**Run 1: met1 routing**

Supply wires on this layer in gray.
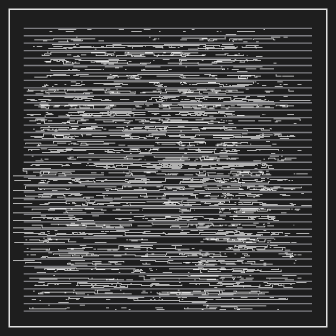
**Run 1: the metal 2 layer**

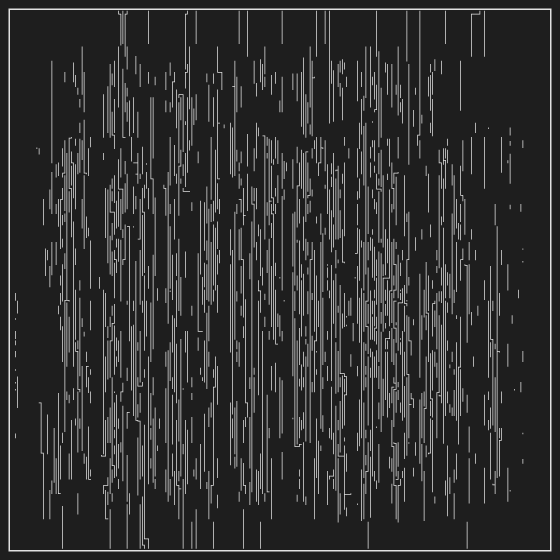
**Run 1: the metal 3 layer**

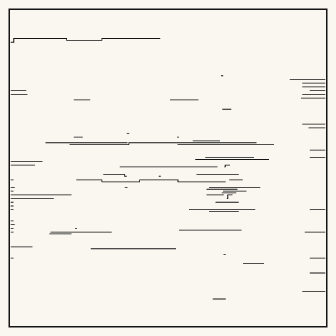
**Run 1: met4 routing**

The bar under the picture is 20 um long. Supply wires on this layer in gray. Cells faint in the background.
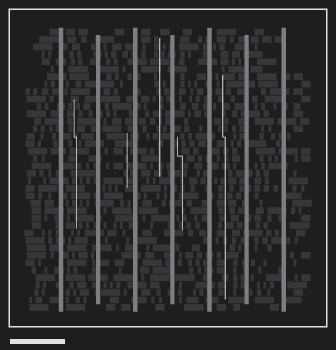
## config.mk

```make
export PLATFORM = sky130hd
export DESIGN_NAME = boot_loader
export DESIGN_NICKNAME = d
export VERILOG_FILES = /design/src/rtl/boot_loader_pkg.sv /design/src/rtl/boot_loader.sv
export SDC_FILE = /design/constraint.sdc
export NUM_CORES = 1
export LEC_CHECK = 0
export ABC_CLOCK_PERIOD_IN_PS = 4000
export CAP_MARGIN = 0
export CELL_PAD_IN_SITES_DETAIL_PLACEMENT = 1
export CELL_PAD_IN_SITES_GLOBAL_PLACEMENT = 1
export CORE_MARGIN = 5
export CORE_UTILIZATION = 44
export CTS_CLUSTER_SIZE = 28
export DETAILED_ROUTE_END_ITERATION = 10
export GPL_ROUTABILITY_DRIVEN = 0
export GPL_TIMING_DRIVEN = 0
export PLACE_DENSITY_LB_ADDON = 0.08
export SETUP_SLACK_MARGIN = 0.05
export SLEW_MARGIN = 20
export SYNTH_ARGS = -nofsm -noshare
export SYNTH_HDL_FRONTEND = slang
export SYNTH_SLANG_ARGS = --single-unit
```

## constraint.sdc

```tcl
create_clock -name clk -period 4 [get_ports clk]
set_input_delay 0.6 -clock clk [delete_from_list [all_inputs] [get_ports clk]]
set_output_delay 0.6 -clock clk [all_outputs]
set_load 0.05 [all_outputs]
```

## src/rtl/boot_loader_pkg.sv

```systemverilog
// Shared types and constants for the boot loader: FSM state encoding,
// default frame-start byte and instruction word width.
package boot_loader_pkg;

  localparam logic [7:0] MAGIC_DEFAULT = 8'hA5;
  localparam int         IWORD_W       = 16;

  typedef enum logic [2:0] {
    IDLE    = 3'd0,
    LEN_HI  = 3'd1,
    LEN_LO  = 3'd2,
    DATA_HI = 3'd3,
    DATA_LO = 3'd4,
    CHECK   = 3'd5,
    DONE    = 3'd6,
    ERROR   = 3'd7
  } state_t;

endpackage

```

## src/rtl/boot_loader.sv

```systemverilog
// Byte-stream program loader: frames MAGIC/len/data/checksum, packs bytes
// into 16-bit words for instruction memory and holds the core in reset.
//
// state   | meaning
// --------+---------------------------------------------------------
// IDLE    | hunting for MAGIC, other bytes dropped
// LEN_HI  | expecting word-count high byte
// LEN_LO  | expecting word-count low byte, range check
// DATA_HI | expecting high byte of next instruction word
// DATA_LO | expecting low byte; write issued on the following cycle
// CHECK   | expecting XOR checksum of all data bytes
// DONE    | image accepted, core released, input stalled
// ERROR   | framing/checksum failure, waits for MAGIC or reload
module boot_loader
  import boot_loader_pkg::*;
#(
  parameter logic [7:0]  MAGIC     = MAGIC_DEFAULT,
  parameter logic [15:0] BASE_ADDR = 16'h0000,
  parameter int unsigned MAX_WORDS = 256
) (
  input  logic               clk,
  input  logic               reset,
  input  logic               in_valid,
  input  logic [7:0]         in_data,
  output logic               in_ready,
  input  logic               reload,
  output logic               imem_we,
  output logic [15:0]        imem_addr,
  output logic [IWORD_W-1:0] imem_wdata,
  output logic               cpu_hold,
  output logic               busy,
  output logic               load_ok,
  output logic               load_err,
  output logic [15:0]        words_loaded
);

  state_t              state_q, state_d;
  logic [15:0]         len_q, len_d;
  logic [7:0]          hi_q, hi_d;
  logic [7:0]          chk_q, chk_d;
  logic [15:0]         cnt_q, cnt_d;
  logic                we_q, we_d;
  logic [15:0]         addr_q, addr_d;
  logic [IWORD_W-1:0]  wdata_q, wdata_d;
  logic [15:0]         words_q, words_d;
  logic                ready_q, ready_d;
  logic                busy_q, busy_d;
  logic                hold_q, hold_d;
  logic                ok_q, ok_d;
  logic                err_q, err_d;

  logic                hs;
  logic [15:0]         len_full;

  assign hs       = in_valid && ready_q;
  assign len_full = {len_q[15:8], in_data};

  always_comb begin
    state_d = state_q;
    len_d   = len_q;
    hi_d    = hi_q;
    chk_d   = chk_q;
    cnt_d   = cnt_q;
    we_d    = 1'b0;
    addr_d  = addr_q;
    wdata_d = wdata_q;
    words_d = words_q;
    case (state_q)
      IDLE: if (hs && in_data == MAGIC) state_d = LEN_HI;
      LEN_HI: if (hs) begin
        len_d[15:8] = in_data;
        state_d     = LEN_LO;
      end
      LEN_LO: if (hs) begin
        len_d = len_full;
        if (len_full == 16'd0 || 32'(len_full) > MAX_WORDS) begin
          state_d = ERROR;
        end else begin
          chk_d   = 8'h00;
          cnt_d   = 16'd0;
          words_d = 16'd0;
          state_d = DATA_HI;
        end
      end
      DATA_HI: if (hs) begin
        hi_d    = in_data;
        chk_d   = chk_q ^ in_data;
        state_d = DATA_LO;
      end
      // The write register absorbs the word so input never stalls here.
      DATA_LO: if (hs) begin
        chk_d   = chk_q ^ in_data;
        we_d    = 1'b1;
        addr_d  = BASE_ADDR + (cnt_q << 1);
        wdata_d = {hi_q, in_data};
        cnt_d   = cnt_q + 16'd1;
        words_d = words_q + 16'd1;
        state_d = (cnt_q + 16'd1 == len_q) ? CHECK : DATA_HI;
      end
      CHECK: if (hs) state_d = (in_data == chk_q) ? DONE : ERROR;
      DONE: if (reload) begin
        state_d = IDLE;
        words_d = 16'd0;
      end
      ERROR: begin
        if (hs && in_data == MAGIC) state_d = LEN_HI;
        else if (reload)            state_d = IDLE;
      end
      default: state_d = IDLE;
    endcase

    ready_d = (state_d != DONE);
    busy_d  = (state_d inside {LEN_HI, LEN_LO, DATA_HI, DATA_LO, CHECK});
    hold_d  = (state_d != DONE);
    ok_d    = (state_d == DONE);
    err_d   = (state_d == ERROR);
  end

  always_ff @(posedge clk) begin
    if (!reset) begin
      state_q <= IDLE;
      len_q   <= 16'd0;
      hi_q    <= 8'h00;
      chk_q   <= 8'h00;
      cnt_q   <= 16'd0;
      we_q    <= 1'b0;
      addr_q  <= BASE_ADDR;
      wdata_q <= '0;
      words_q <= 16'd0;
      ready_q <= 1'b1;
      busy_q  <= 1'b0;
      hold_q  <= 1'b1;
      ok_q    <= 1'b0;
      err_q   <= 1'b0;
    end else begin
      state_q <= state_d;
      len_q   <= len_d;
      hi_q    <= hi_d;
      chk_q   <= chk_d;
      cnt_q   <= cnt_d;
      we_q    <= we_d;
      addr_q  <= addr_d;
      wdata_q <= wdata_d;
      words_q <= words_d;
      ready_q <= ready_d;
      busy_q  <= busy_d;
      hold_q  <= hold_d;
      ok_q    <= ok_d;
      err_q   <= err_d;
    end
  end

  assign in_ready     = ready_q;
  assign imem_we      = we_q;
  assign imem_addr    = addr_q;
  assign imem_wdata   = wdata_q;
  assign cpu_hold     = hold_q;
  assign busy         = busy_q;
  assign load_ok      = ok_q;
  assign load_err     = err_q;
  assign words_loaded = words_q;

endmodule

```

==> out/metrics.cfg, run 1 <==
[final_layout]
final_common_cell=dfxtp_1
seq_area_share_pct=35.2
area_delta_synth_final_pct=19.7
n_clock_buffer=9
flop-count=103
final_area_um2=5860
clk_share_pct=3.78

[logic_synthesis]
synth_top_cell_by_area=dfxtp_1
synth_top_area_share_pct=42.1
adder_share_pct=0.511
synthArstFlopShare_pct=0
ys_area_um2=4900
mux_share_pct=5.11

[floorplan]
nWellTaps=140

[setup_path]
critical_path_buf_inv_count=1
critPathTopFamily=simple AND/OR/NAND/NOR gates
critPathMaxFanout=8
path_depth=10
reg2regPathDepth=10
cp_slowest_stage_delay_ns=0.46

[route]
wl_per_cell_um=18.0
drc=0
ant_nets=0
vias=4594

[power]
p_int_mw=1.39
seqPwrFrac_pct=56.4

[clock_tree]
ctsHoldBuffers=0

[global_routing]
first_global_vias=4733
grt_usage_pct=23.2

[final_timing]
setup_viol=0
timing.final.crit_period_ns=3.06
fin_setup_tns_ns=0
fmax_mhz=327
period_used_pct=76.6

[job]
max_cap_violations=0

[status]
outcome=completed

## Picture notes: 'met1 routing'
wire length on this layer: 6810 um
nets with wire on the layer: 645
main direction: horizontal
longest straight run: 51.1 um
share of all routed wire: 46%

## Picture notes: 'the metal 2 layer'
share of all routed wire: 47%
wire length on this layer: 7050 um
longest straight run: 57.8 um
main direction: vertical
nets with wire on the layer: 619

## Picture notes: 'the metal 3 layer'
wire length on this layer: 773 um
nets with wire on the layer: 58
main direction: horizontal

## Picture notes: 'met4 routing'
nets with wire on the layer: 4
main direction: vertical
share of all routed wire: 1.6%
longest straight run: 59.1 um

--- run 2 (diff from run 1) ---
ABC_CLOCK_PERIOD_IN_PS = 3100   (was 4000)
CORE_UTILIZATION = 41   (was 44)
clock period = 3.1 ns   (was 4 ns; I/O delays follow)
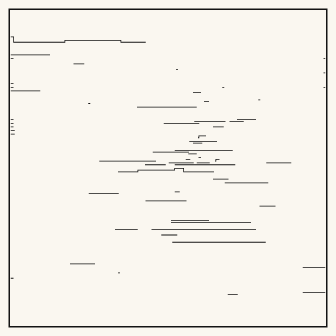
**Above:** run 2 (the metal 3 layer).
Vias: 4668
total wire length: 15.1 mm
met3 Use GR: 3.23%

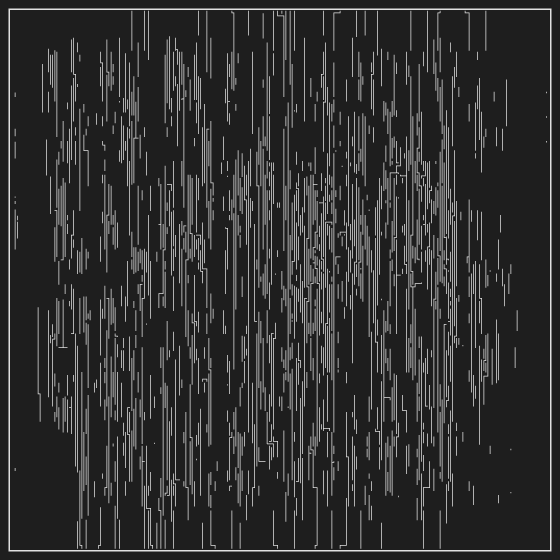
**Above:** run 2 (the metal 2 layer).
longest straight run: 61.5 um
nets with wire on the layer: 623
main direction: vertical
wire length on this layer: 7550 um
share of all routed wire: 50%

==> run 2 against run 1 <==
Worst setup slack got worse by 0.66 ns; count of clock-buffer cells in the layout stayed put; global-route usage down 1.5 points; utilization down 3.7 points; first-iteration DRC count is 8.3% higher; non-clock buffer count decreased by 1; clock skew decreased by 0.0064 ns; sequential power is 29% higher; critical path type unchanged; largest cell class unchanged; largest power group unchanged.
==> out/metrics.cfg, run 2 <==
[status]
outcome=completed

[logic_synthesis]
synthArstFlopShare_pct=0  ; unchanged
ys_area_um2=4900  ; unchanged
synth_top_cell_by_area=dfxtp_1
adder_share_pct=0.511  ; unchanged

[final_timing]
fin_setup_tns_ns=0  ; unchanged
period_used_pct=91.0  ; +14 points
fmax_mhz=355  ; +8.6%

[final_layout]
clk_share_pct=4.78  ; +1.0 points
final_area_um2=5940  ; +1.5%
area_delta_synth_final_pct=21.4

[route]
wl_per_cell_um=18.2  ; +0.97%
drc=0  ; unchanged

[job]
max_cap_violations=0  ; unchanged

[setup_path]
path_depth=9  ; -1
critPathMaxFanout=8  ; unchanged
critical_path_buf_inv_count=0  ; -1

[global_routing]
grt_usage_pct=21.7  ; -1.5 points

[power]
p_int_mw=1.89  ; +36%
seqPwrFrac_pct=52.8  ; -3.6 points

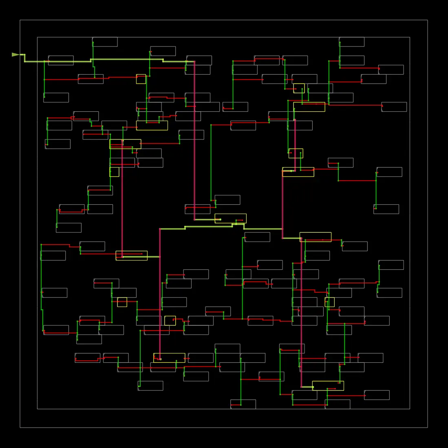
**Above:** run 2 (clock routing).
clock sinks: 103
Flops: 103
total CTS buffers: 9

No activity file was given, so power comes from the tool's default toggle rates.
